==> src/rtl/booth_pkg.sv <==
// booth_pkg: shared types and digit-count helper for the radix-4 Booth multiplier
package booth_pkg;
  typedef struct packed {
    logic neg;
    logic two;
    logic zero;
  } booth_enc_t;
  typedef enum logic [1:0] {IDLE, CALC, DONE} state_e;
  function automatic int digits(input int width, input logic sgn);
    return sgn ? width / 2 : width / 2 + 1;
  endfunction
endpackage

==> src/rtl/booth_r4_digit_enc.sv <==
// booth_r4_digit_enc: radix-4 Booth triplet to {neg, two, zero}
module booth_r4_digit_enc
  import booth_pkg::*;
(
  input  logic [2:0]  trip_i,
  output booth_enc_t  enc_o
);
  assign enc_o.zero = (trip_i == 3'b000) | (trip_i == 3'b111);
  assign enc_o.neg  = trip_i[2] & ~(trip_i[1] & trip_i[0]);
  assign enc_o.two  = (trip_i == 3'b011) | (trip_i == 3'b100);
endmodule

==> src/rtl/booth_r4_seq_mult.sv <==
// booth_r4_seq_mult: iterative radix-4 Booth multiplier, one digit per clock, valid/ready on both sides
module booth_r4_seq_mult
  import booth_pkg::*;
#(
  parameter int WIDTH = 16
) (
  input  logic                 clk,
  input  logic                 rst_n,
  input  logic                 in_valid,
  output logic                 in_ready,
  input  logic                 in_signed,
  input  logic [WIDTH-1:0]     in_a,
  input  logic [WIDTH-1:0]     in_b,
  output logic                 out_valid,
  input  logic                 out_ready,
  output logic [2*WIDTH-1:0]   out_p,
  output logic                 busy
);
  localparam int AW = 2 * WIDTH + 4;
  localparam int CW = $clog2(WIDTH / 2 + 2);
  state_e              state_q, state_d;
  logic                sgn_q;
  logic [WIDTH+1:0]    m_q;
  logic [WIDTH+2:0]    b_q;
  logic [AW-1:0]       acc_q, acc_nx;
  logic [CW-1:0]       cnt_q;
  logic [2*WIDTH-1:0]  p_q;
  logic [WIDTH+3:0]    pp, sum;
  logic                accept, last;
  booth_enc_t          enc;
  booth_r4_digit_enc u_enc (.trip_i(b_q[2:0]), .enc_o(enc));
  assign in_ready  = (state_q == IDLE) | ((state_q == DONE) & out_ready);
  assign accept    = in_valid & in_ready;
  assign last      = cnt_q == CW'(digits(WIDTH, sgn_q) - 1);
  assign out_valid = state_q == DONE;
  assign busy      = state_q != IDLE;
  assign out_p     = p_q;
  always_comb begin
    pp  = enc.zero ? '0 : enc.two ? {m_q[WIDTH+1], m_q, 1'b0} : {{2{m_q[WIDTH+1]}}, m_q};
    sum = acc_q[AW-1 -: WIDTH+4] + (enc.neg ? ~pp : pp) + {{(WIDTH+3){1'b0}}, enc.neg};
    // The unsigned-only top digit lands at weight 2^WIDTH directly, so it is added without a shift
    acc_nx = (cnt_q < CW'(WIDTH / 2)) ? {{2{sum[WIDTH+3]}}, sum, acc_q[WIDTH-1:2]}
                                      : {sum, acc_q[WIDTH-1:0]};
  end
  always_comb begin
    state_d = state_q;
    unique case (state_q)
      IDLE:    state_d = accept ? CALC : IDLE;
      CALC:    state_d = last ? DONE : CALC;
      DONE:    state_d = accept ? CALC : out_ready ? IDLE : DONE;
      default: state_d = IDLE;
    endcase
  end
  always_ff @(posedge clk or negedge rst_n) begin
    if (!rst_n) begin
      state_q <= IDLE;
      sgn_q   <= 1'b0;
      m_q     <= '0;
      b_q     <= '0;
      acc_q   <= '0;
      cnt_q   <= '0;
      p_q     <= '0;
    end else begin
      state_q <= state_d;
      if (accept) begin
        sgn_q <= in_signed;
        m_q   <= {{2{in_signed & in_a[WIDTH-1]}}, in_a};
        b_q   <= {{2{in_signed & in_b[WIDTH-1]}}, in_b, 1'b0};
        acc_q <= '0;
        cnt_q <= '0;
      end else if (state_q == CALC) begin
        acc_q <= acc_nx;
        b_q   <= b_q >> 2;
        cnt_q <= cnt_q + CW'(1);
        if (last) p_q <= acc_nx[2*WIDTH-1:0];
      end
    end
  end
endmodule
==> config.mk <==
export PLATFORM = sky130hd
export DESIGN_NAME = booth_r4_seq_mult
export DESIGN_NICKNAME = d
export VERILOG_FILES = /design/src/rtl/booth_pkg.sv /design/src/rtl/booth_r4_digit_enc.sv /design/src/rtl/booth_r4_seq_mult.sv
export SDC_FILE = /design/constraint.sdc
export NUM_CORES = 1
export LEC_CHECK = 0
export CORE_UTILIZATION = 55
export DETAILED_ROUTE_END_ITERATION = 10
export HOLD_SLACK_MARGIN = 0.15
export MAX_ROUTING_LAYER = met4
export PLACE_DENSITY = 0.8
export SETUP_SLACK_MARGIN = 0.05
export SYNTH_ARGS = -nofsm -noshare
export SYNTH_HDL_FRONTEND = slang
export SYNTH_HIERARCHICAL = 1
export SYNTH_SLANG_ARGS = --single-unit
==> constraint.sdc <==
create_clock -name clk -period 6.55 [get_ports clk]
set_input_delay 0.655 -clock clk [delete_from_list [all_inputs] [get_ports clk]]
set_output_delay 0.655 -clock clk [all_outputs]
set_load 0.05 [all_outputs]
sizing.png
Scale: 2 px per um.
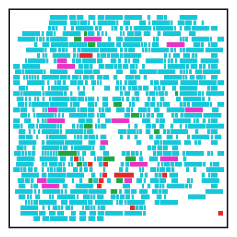
[x6 and larger] magenta | cells: 14 | share: 1.9%
[x3 and x4] red | cells: 11 | share: 1.5%
[x1 and smaller] cyan | cells: 715 | share: 95%
[x2] green | cells: 15 | share: 2.0%

route_heat.png
Scale: 3 px per um. The die is cut into 22 by 22 equal tiles; dark purple is low, yellow is high, scaled to the fullest tile. Values are wire area over tile area, all layers added.
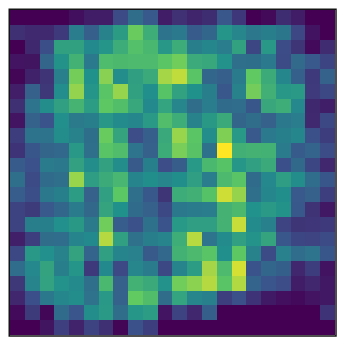
tiles over half the peak: 32%
fullest tile: 0.50
nearly empty tiles: 6.8%
mean over tiles: 0.19
emptiest ninth of the die: lower right

clock_nets.png
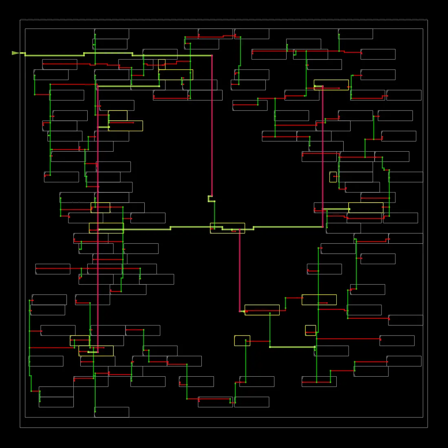
clk_skew: 0.00659 ns
clock buffers: 12

m3.png
Scale: 3 px per um. Cells faint in the background.
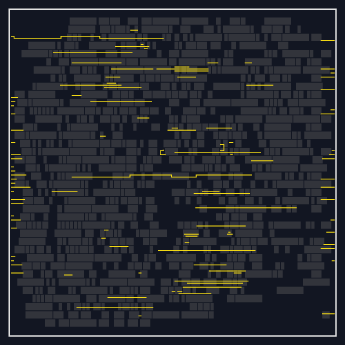
longest straight run: 33.6 um
share of all routed wire: 5.3%
wire length on this layer: 762 um

class_map.png
Scale: 4 px per um.
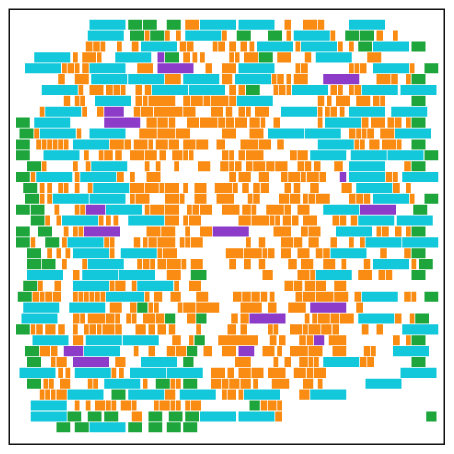
[remaining buffers and delay cells] green | cells: 79 | share of their area: 11%
[sequential cells] cyan | cells: 110 | share of their area: 39%
[clock drivers and dummy loads] purple | cells: 16 | share of their area: 4.1%
[remaining logic cells] orange | cells: 550 | share of their area: 46%

==> impl_metrics.csv <==
group,metric,value,unit
yosys,synth.largest_area_cell,"dfrtp_1",
yosys,simple_gate_share,20.3,%
global_routing,grt_usage,27.2,%
clock_tree,clock-root-buffer,"clkbuf_16",
floorplan,fp-utilization,56.9,%
setup_path,cpPeakStageDelay,0.84,ns
clock_tree,htreeDepth,3,
global_routing,gr-total-overflow,0,
timing,period_minus_slack,4.22,ns
routing,ant_nets,0,
clock_tree,cts_resized,0,
global_routing,grt_pass1_wl,24000,um
global_routing,grt_busiest_layer,"met2",
yosys,synthAoiAreaFrac,16.3,%
placement,globalplace.congestion,0.860,
yosys,numSynthFlops,110,
global_routing,use_met1,35.5,%
clock_tree,clkSinkCount,110,
timing,setup_viol,0,
yosys,ys_top_logic_family,"simple AND/OR/NAND/NOR gates",
finish,final_cell_mix,"nand2_1 (173), dfrtp_1 (109), clkdlybuf4s50_1 (70)",
finish,final-clk-cell-share,4.05,%
finish,finalCoreUtilization,66.7,%
placement,placed_cells,878,
setup_path,critical_path_class,"flop to flop",
job,max_cap_viol_count,0,
timing,hold_viol_final,0,
routing,firstDrtPassIters,5,
routing,num_vias,5196,
timing,worstMarginPinSlew,1.10,ns
yosys,ys_cells,703,
finish,num_antenna_cells,0,
setup_path,reg2reg_to,"out_p[31]$_DFFE_PN0P_",
run_status,status,"completed",
setup_path,critPathLaunchType,"flop",
yosys,top_cells_by_count,"nand2_1 (173), dfrtp_1 (110), o21ai_0 (62)",
setup_path,critPathRequiredTime,6.75,ns
finish,final_cells,895,
placement,port_buffers,71,
yosys,avgSynthCellArea,8.86,um^2
hold_path,hold_class,"primary input to async pin",
routing,wl_met3,762,um
timing,report.final.slew_viol_count,0,
setup_path,cp-startpoint,"b_q[1]$_DFFE_PN0P_",
finish,comb_share,44.9,%
floorplan,chip_area,11800,um^2
floorplan,fp.coreArea,10900,um^2
yosys,top_area_share,44.2,%
finish,regMostFlops,"acc_q",
yosys,syn-num-nets,760,
routing,wl_met2,6740,um
setup_path,endpoint_kind,"flop",
clock_tree,cts_setup_buffers,0,
clock_tree,clkTransAtPathRegs,0.07,ns
yosys,top_cells_by_area,"dfrtp_1 (44%), nand2_1 (10%), mux2i_1 (6.3%), o21ai_0 (5.0%), ha_1 (3.8%)",
global_routing,grt_start_max_net_pins,65,
setup_path,crit_path_end,"out_p[31]$_DFFE_PN0P_",
timing,clock.fmax,237,MHz
finish,n_all_inverters,6,
floorplan,nWellTaps,140,
clock_tree,clock_latency,0.36,ns
floorplan,die_w,108,um
placement,place_ws,2.38,ns
yosys,synthesis.area,6230,um^2
clock_tree,clockBufferDepth,2,
placement,post-dp-hpwl,10200,um
finish,nMultiInputCombCells,544,
finish,finalNetCount,807,
finish,seq_share,37.7,%
timing,fin_crit_sh,64.4,%
routing,routedWlPerCell,16.0,um
yosys,yosys_warnings,6,
timing,max_slew_margin,26.8,%
setup_path,worstRegToRegCells,13,
clock_tree,cts_tree,"done",
global_routing,grt_util_met2,42.4,%
setup_path,r2r_setup_slack,2.33,ns
job,warning_count,26,
yosys,synthArstFlopShare,100,%
